**Run 1: nets reached from selected ports**

Scale: 2 px per µm.
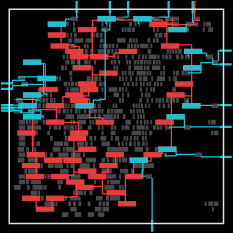
**Run 1: placement view**

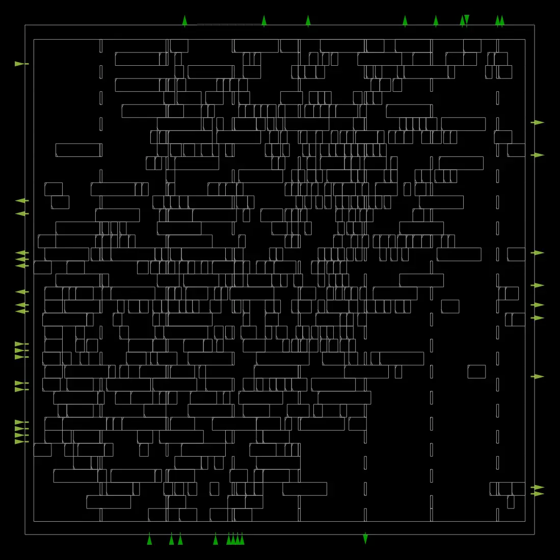
**Run 1: local utilization**

Scale: 4 px per µm. The die is cut into 11 by 11 equal tiles; dark blue is low, red is high, 0 to 100% covered.
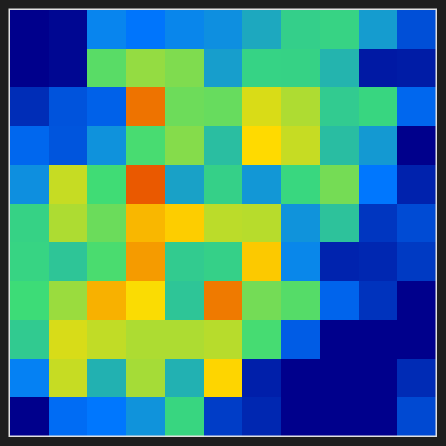
--- config.mk ---
export PLATFORM = sky130hd
export DESIGN_NAME = fsm_responder
export DESIGN_NICKNAME = d
export VERILOG_FILES = /design/src/rtl/fsm_responder.sv
export SDC_FILE = /design/constraint.sdc
export NUM_CORES = 1
export LEC_CHECK = 0
export ABC_AREA = 1
export CAP_MARGIN = 10
export CORE_MARGIN = 1.5
export CORE_UTILIZATION = 34
export DETAILED_ROUTE_END_ITERATION = 8
export GPL_TIMING_DRIVEN = 0
export PLACE_DENSITY = 0.6
export SLEW_MARGIN = 30
export SYNTH_ARGS = -nofsm -noshare
export SYNTH_HDL_FRONTEND = slang
export SYNTH_SLANG_ARGS = --single-unit
--- constraint.sdc ---
create_clock -name clock -period 2.42 [get_ports clock]
set_input_delay 0.242 -clock clock [delete_from_list [all_inputs] [get_ports clock]]
set_output_delay 0.242 -clock clock [all_outputs]
set_load 0.005 [all_outputs]
--- src/rtl/fsm_responder.sv ---
// Responder side of the start/done handshake: latches two operands on start,
// multiplies them with a one-bit-per-cycle shift-add loop, then pulses done.
module fsm_responder #(
    parameter int WIDTH = 8
) (
    input  logic                 clock,
    input  logic                 reset,
    input  logic                 start,
    input  logic [WIDTH-1:0]     a,
    input  logic [WIDTH-1:0]     b,
    output logic                 busy,
    output logic                 done,
    output logic [2*WIDTH-1:0]   result,
    output logic [7:0]           state
);

    localparam int CW = $clog2(WIDTH);
    localparam logic [CW-1:0] LAST_COUNT = CW'(WIDTH - 1);

    typedef enum logic [1:0] {
        IDLE = 2'd0,
        RUN  = 2'd1,
        DONE = 2'd2
    } state_t;

    state_t               state_r;
    state_t               state_s;
    logic [2*WIDTH-1:0]   acc_r;
    logic [2*WIDTH-1:0]   acc_s;
    logic [2*WIDTH-1:0]   mcand_r;
    logic [2*WIDTH-1:0]   mcand_s;
    logic [2*WIDTH-1:0]   result_r;
    logic [2*WIDTH-1:0]   result_s;
    logic [2*WIDTH-1:0]   sum_s;
    logic [WIDTH-1:0]     mplier_r;
    logic [WIDTH-1:0]     mplier_s;
    logic [CW-1:0]        count_r;
    logic [CW-1:0]        count_s;

    // Next-state and datapath update for the shift-add loop.
    always_comb begin
        state_s  = state_r;
        acc_s    = acc_r;
        mcand_s  = mcand_r;
        mplier_s = mplier_r;
        count_s  = count_r;
        result_s = result_r;

        if (mplier_r[0]) begin
            sum_s = acc_r + mcand_r;
        end else begin
            sum_s = acc_r;
        end

        case (state_r)
            IDLE, DONE: begin
                // DONE accepts a new job directly so back-to-back jobs have no gap
                if (start) begin
                    mcand_s  = {{WIDTH{1'b0}}, a};
                    mplier_s = b;
                    acc_s    = '0;
                    count_s  = '0;
                    state_s  = RUN;
                end else begin
                    state_s  = IDLE;
                end
            end
            RUN: begin
                acc_s    = sum_s;
                mcand_s  = {mcand_r[2*WIDTH-2:0], 1'b0};
                mplier_s = {1'b0, mplier_r[WIDTH-1:1]};
                count_s  = count_r + CW'(1);
                if (count_r == LAST_COUNT) begin
                    result_s = sum_s;
                    state_s  = DONE;
                end else begin
                    state_s  = RUN;
                end
            end
            default: begin
                state_s = IDLE;
            end
        endcase
    end

    // State and datapath registers, cleared asynchronously.
    always_ff @(posedge clock or negedge reset) begin
        if (!reset) begin
            state_r  <= IDLE;
            acc_r    <= '0;
            mcand_r  <= '0;
            mplier_r <= '0;
            count_r  <= '0;
            result_r <= '0;
        end else begin
            state_r  <= state_s;
            acc_r    <= acc_s;
            mcand_r  <= mcand_s;
            mplier_r <= mplier_s;
            count_r  <= count_s;
            result_r <= result_s;
        end
    end

    assign busy   = (state_r == RUN);
    assign done   = (state_r == DONE);
    assign result = result_r;
    assign state  = {6'd0, state_r};

endmodule

==> flow_metrics.py, run 1 <==
# Synthesis and PnR figures
metrics = {
    "status": {
        "outcome": "finished, final reports clean",
    },
    "power": {
        "p_seq_share_pct": 25.9,
        "ir_drop_mv": 0.559,
        "p_leak_nw": 2.26,
        "p_comb_mw": 4.27,
        "pwr-share-clk_pct": 14.3,
        "cellPowerDensity_nw_per_um2": 1610,
    },
    "drt": {
        "avgViaCountPerCell": 4.74,
        "vias": 3102,
        "first_pass_iters": 4,
        "drc": 0,
        "routed.top_layer": "met4",
        "drt_wl_total_mm": 8.77,
    },
    "critical_path": {
        "required_ns": 2.18,
        "endpoint": "busy",
        "startpoint": "state_r[1]$_DFF_PN0_",
        "reg2reg_depth": 12,
        "critPathArrivalTime_ns": 1.86,
        "path_cells": "nor2_8 -> buf_2 -> clkdlybuf4s50_1",
        "r2r-start": "acc_r[0]$_DFFE_PN0P_",
        "slowest_delay_ns": 0.56,
        "worstPathMaxFanout": 10,
        "path_buffers": 2,
    },
    "finish": {
        "mi_logic_area_um2": 1710,
        "n_antenna_cell": 0,
        "clk_share_pct": 4.81,
        "drive_gt1_share_pct": 13.3,
        "dominant_cells": "logic gates",
        "register_area_um2": 1530,
    },
    "yosys": {
        "synth_cell_types": 32,
        "ys_chip_area_um2": 3630,
        "compound_area_share_pct": 12.3,
        "synth_stat.cells": 458,
        "top_area_share_pct": 42.0,
        "edf_count": 0,
        "synthFlopType": "dfrtp_1",
    },
    "sta": {
        "finalSetupViolCount": 0,
        "report.final.slew_viol_count": 0,
        "fin_ws_ns": 0.319,
        "worst_clock_skew_ns": 0.00952,
        "min_period_ns": 2.10,
        "rsz0062_at_grt": "false",
    },
    "grt": {
        "track_usage_pct": 17.3,
        "use_met3_pct": 4.05,
        "gr-total-overflow": 0,
    },
    "cts": {
        "cts_resized": 0,
    },
    "die": {
        "rows": 37,
    },
}
-- 'nets reached from selected ports' (at the start) --
Cyan is `result`, bits 16, direction output, end cells 16, wire 399 µm. Red is `reset`, bits 1, direction input, end cells 61, wire 544 µm.
I/O pin cnt: 45
I/O Buffers: 38

-- 'placement view' (at the start) --
Final Non-Filler Cells: 654
num sequential: 61
tap cells: 136

-- 'local utilization' (at the start) --
The fullest tile reaches 90%. The mean over all tiles is 38%. 8.3% of the tiles are over 75% full. 13% of the tiles are nearly empty. The emptiest ninth of the die: bottom right.
post-layout util: 43.0%
Floorplan Utilization: 35.2%

==> run 2: changes to the inputs <==
--- a/config.mk
+++ b/config.mk
@@ -11,8 +11,8 @@
 export CORE_UTILIZATION = 34
 export DETAILED_ROUTE_END_ITERATION = 8
 export GPL_TIMING_DRIVEN = 0
+export MAX_ROUTING_LAYER = met4
 export PLACE_DENSITY = 0.6
-export SLEW_MARGIN = 30
 export SYNTH_ARGS = -nofsm -noshare
 export SYNTH_HDL_FRONTEND = slang
 export SYNTH_SLANG_ARGS = --single-unit
**Run 2: local utilization**

Scale: 4 px per µm. The die is cut into 11 by 11 equal tiles; dark blue is low, red is high, 0 to 100% covered.
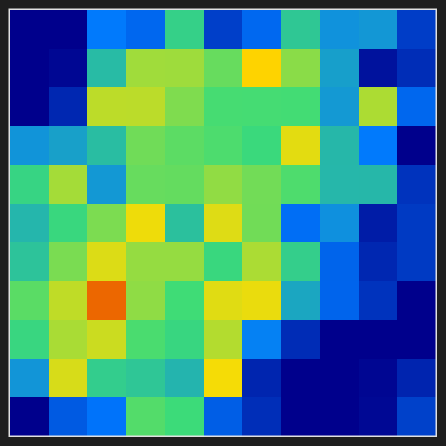
The mean over all tiles is 37%. 1.7% of the tiles are over 75% full. The fullest tile reaches 88%. The emptiest ninth of the die: bottom right.

**Run 2: nets reached from selected ports**

Scale: 2 px per µm.
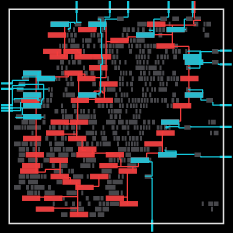
Red is `reset`, bits 1, direction input, end cells 61, wire 529 µm. Cyan is `result`, bits 16, direction output, end cells 16, wire 423 µm.

**Run 2: placement view**

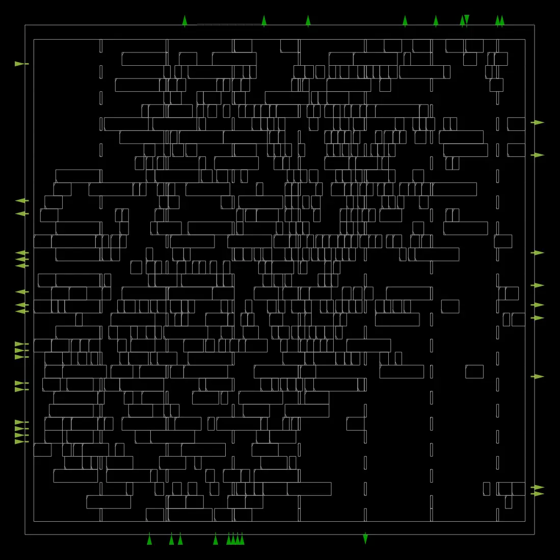
CORE AREA: 10300 µm²
fraction of area in registers: 34.9%
post-layout util: 42.3%
Site Rows: 37

==> run 2 against run 1 <==
  * Core utilization is 0.71 points lower
  * Global-route usage is 0.52 points higher
  * Setup slack better by 0.018 ns
  * Largest power group unchanged
  * Highest routed layer unchanged
  * Largest cell class unchanged
  * First-iteration DRC count is 48% higher
  * Fmax is 0.87% higher
  * Routed wire length hardly changed
  * Clock skew hardly changed
  * Critical path depth stayed put
==> flow_metrics.py, run 2 <==
# Synthesis and PnR figures
metrics = {
    "power": {
        "cellPowerDensity_nw_per_um2": 1580,
        "p_clk_mw": 0.790,
        "pwr-share-clk_pct": 11.4,
        "p_seq_share_pct": 26.9,
        "p_comb_mw": 4.25,
        "ir_drop_mv": 0.620,
    },
    "status": {
        "outcome": "finished, final reports clean",
    },
    "yosys": {
        "synth_cell_types": 32,
        "synthFlopType": "dfrtp_1",
        "synth_stat.cells": 458,
        "top_area_share_pct": 42.0,
        "ys_chip_area_um2": 3630,
        "edf_count": 0,
        "common_cells": "134 x nand2_1, 68 x inv_1, 61 x dfrtp_1",
    },
    "drt": {
        "drt_wl_total_mm": 8.76,
        "drc": 0,
        "routed.top_layer": "met4",
        "first_pass_iters": 4,
    },
    "die": {
        "taps": 136,
        "fp_util_pct": 35.2,
        "io_pins": 45,
    },
    "critical_path": {
        "worstPathMaxFanout": 10,
        "slowest_delay_ns": 0.55,
        "path_buffers": 2,
        "required_ns": 2.18,
        "r2r-start": "acc_r[0]$_DFFE_PN0P_",
        "path_cells": "nor2_8 -> buf_2 -> clkdlybuf4s50_1",
        "startpoint": "state_r[1]$_DFF_PN0_",
        "critPathArrivalTime_ns": 1.84,
        "endpoint": "busy",
    },
    "sta": {
        "worst_pin_slew_ns": 0.810,
        "fin_ws_ns": 0.337,
        "report.final.slew_viol_count": 0,
        "finalSetupViolCount": 0,
        "worst_clock_skew_ns": 0.00946,
        "min_period_ns": 2.08,
        "rsz0062_at_grt": "false",
    },
    "finish": {
        "drive_gt1_share_pct": 12.9,
        "fill_cells": 1051,
        "register_area_um2": 1530,
        "dominant_cells": "logic gates",
        "n_antenna_cell": 0,
        "mi_logic_area_um2": 1710,
        "fin_cells": 654,
        "clk_share_pct": 3.66,
    },
    "grt": {
        "gr-total-overflow": 0,
        "use_met3_pct": 2.70,
        "track_usage_pct": 17.9,
    },
    "cts": {
        "cts_resized": 0,
    },
    "place": {
        "io_buffers": 38,
    },
}
==> run 3: changes to the inputs <==
--- a/config.mk
+++ b/config.mk
@@ -8,11 +8,11 @@
 export ABC_AREA = 1
 export CAP_MARGIN = 10
 export CORE_MARGIN = 1.5
-export CORE_UTILIZATION = 34
+export CORE_UTILIZATION = 56
 export DETAILED_ROUTE_END_ITERATION = 8
 export GPL_TIMING_DRIVEN = 0
 export MAX_ROUTING_LAYER = met4
-export PLACE_DENSITY = 0.6
+export PLACE_DENSITY = 0.87
 export SYNTH_ARGS = -nofsm -noshare
 export SYNTH_HDL_FRONTEND = slang
 export SYNTH_SLANG_ARGS = --single-unit
**Run 3: placed cells, one color a class**

Scale: 4 px per µm.
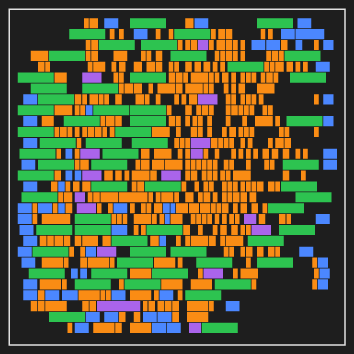
Green is flip-flops, cells 61. Purple is clock drivers and dummy loads, cells 16. Orange is all other logic, cells 381. Blue is other buffers and delay cells, cells 61.
Post-Layout Inst Area: 4360 µm²
Site Rows: 29

**Run 3: placement view**

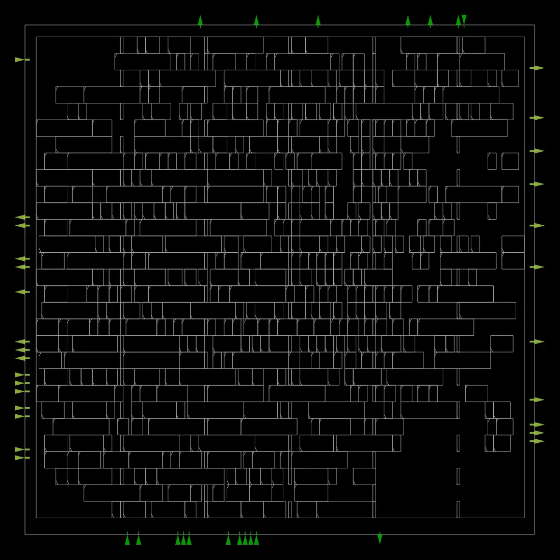
fillers: 524
Final Non-Filler Cells: 596
tap cells: 77
CORE AREA: 6310 µm²
post-layout util: 69.1%

**Run 3: local utilization**

Scale: 4 px per µm. The die is cut into 8 by 8 equal tiles; dark blue is low, red is high, 0 to 100% covered.
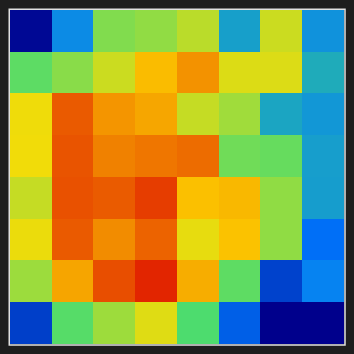
The fullest tile reaches 96%. 4.7% of the tiles are nearly empty. The emptiest ninth of the die: bottom right.
Floorplan Utilization: 57.6%

==> run 3 against run 2 <==
  * Non-clock buffer count increased by 1
  * Fmax increased by 1.4%
  * Setup slack improved by 0.030 ns
  * Clock-buffer cell count decreased by 2
  * Cell count decreased by 8.9%
  * Combinational power increased by 2%
  * Critical endpoint unchanged
==> flow_metrics.py, run 3 <==
# Synthesis and PnR figures
metrics = {
    "critical_path": {
        "reg2reg_depth": 11,
        "setup.worst_path.end_class": "output pin",
        "path_buffers": 2,
        "critPathArrivalTime_ns": 1.81,
        "endpoint": "busy",
        "slowest_delay_ns": 0.55,
        "r2r-start": "acc_r[0]$_DFFE_PN0P_",
        "worstPathMaxFanout": 10,
        "required_ns": 2.18,
        "crit_cells": 3,
        "startpoint": "state_r[1]$_DFF_PN0_",
        "path_cells": "nor2_8 -> buf_2 -> clkdlybuf4s50_1",
    },
    "yosys": {
        "top_area_share_pct": 42.0,
        "synth_cell_types": 32,
        "synth_flops": 61,
        "compound_area_share_pct": 12.3,
        "ys_seq_share_pct": 42.0,
        "common_cells": "134 x nand2_1, 68 x inv_1, 61 x dfrtp_1",
        "synthFlopType": "dfrtp_1",
        "xor_area_share_pct": 0.964,
        "synth_stat.cells": 458,
        "avgSynthCellArea_um2": 7.93,
        "edf_count": 0,
        "ys_chip_area_um2": 3630,
    },
    "power": {
        "pwr-share-clk_pct": 13.2,
        "p_clk_mw": 0.939,
        "cellPowerDensity_nw_per_um2": 1640,
        "p_seq_mw": 1.85,
        "p_seq_share_pct": 25.9,
        "p_comb_mw": 4.35,
        "p_leak_nw": 2.26,
        "ir_drop_mv": 1.01,
    },
    "drt": {
        "vias": 3222,
        "routed.top_layer": "met4",
        "avgViaCountPerCell": 5.41,
        "first_pass_iters": 4,
        "drc": 0,
        "drt_wl_total_mm": 8.61,
        "initialDrtViolationCount": 231,
    },
    "place": {
        "dpl_cell_area_um2": 4140,
        "dp_worst_setup_slack_ns": 0.490,
        "io_buffers": 38,
    },
    "finish": {
        "lay_top_count": "nand2_1",
        "n_antenna_cell": 0,
        "ff_count": 61,
        "drive_gt1_share_pct": 13.7,
        "mi_logic_area_um2": 1710,
        "dominant_cells": "logic gates",
        "seqAreaFraction_pct": 35.0,
        "register_area_um2": 1530,
        "clk_share_pct": 4.79,
    },
    "die": {
        "io_pins": 45,
        "die_y_um": 83.6,
    },
    "status": {
        "outcome": "finished, final reports clean",
    },
    "sta": {
        "report.final.slew_viol_count": 0,
        "fin_ws_ns": 0.367,
        "finalSetupViolCount": 0,
        "min_period_ns": 2.05,
        "worst_clock_skew_ns": 0.0121,
        "worst_pin_slew_ns": 0.564,
        "rsz0062_at_grt": "false",
    },
    "grt": {
        "gr-total-overflow": 0,
        "track_usage_pct": 27.9,
        "grt_pass1_wl_mm": 15.1,
        "use_met3_pct": 3.56,
    },
    "cts": {
        "cts_resized": 0,
    },
}
Power and IR drop assume default switching activity.
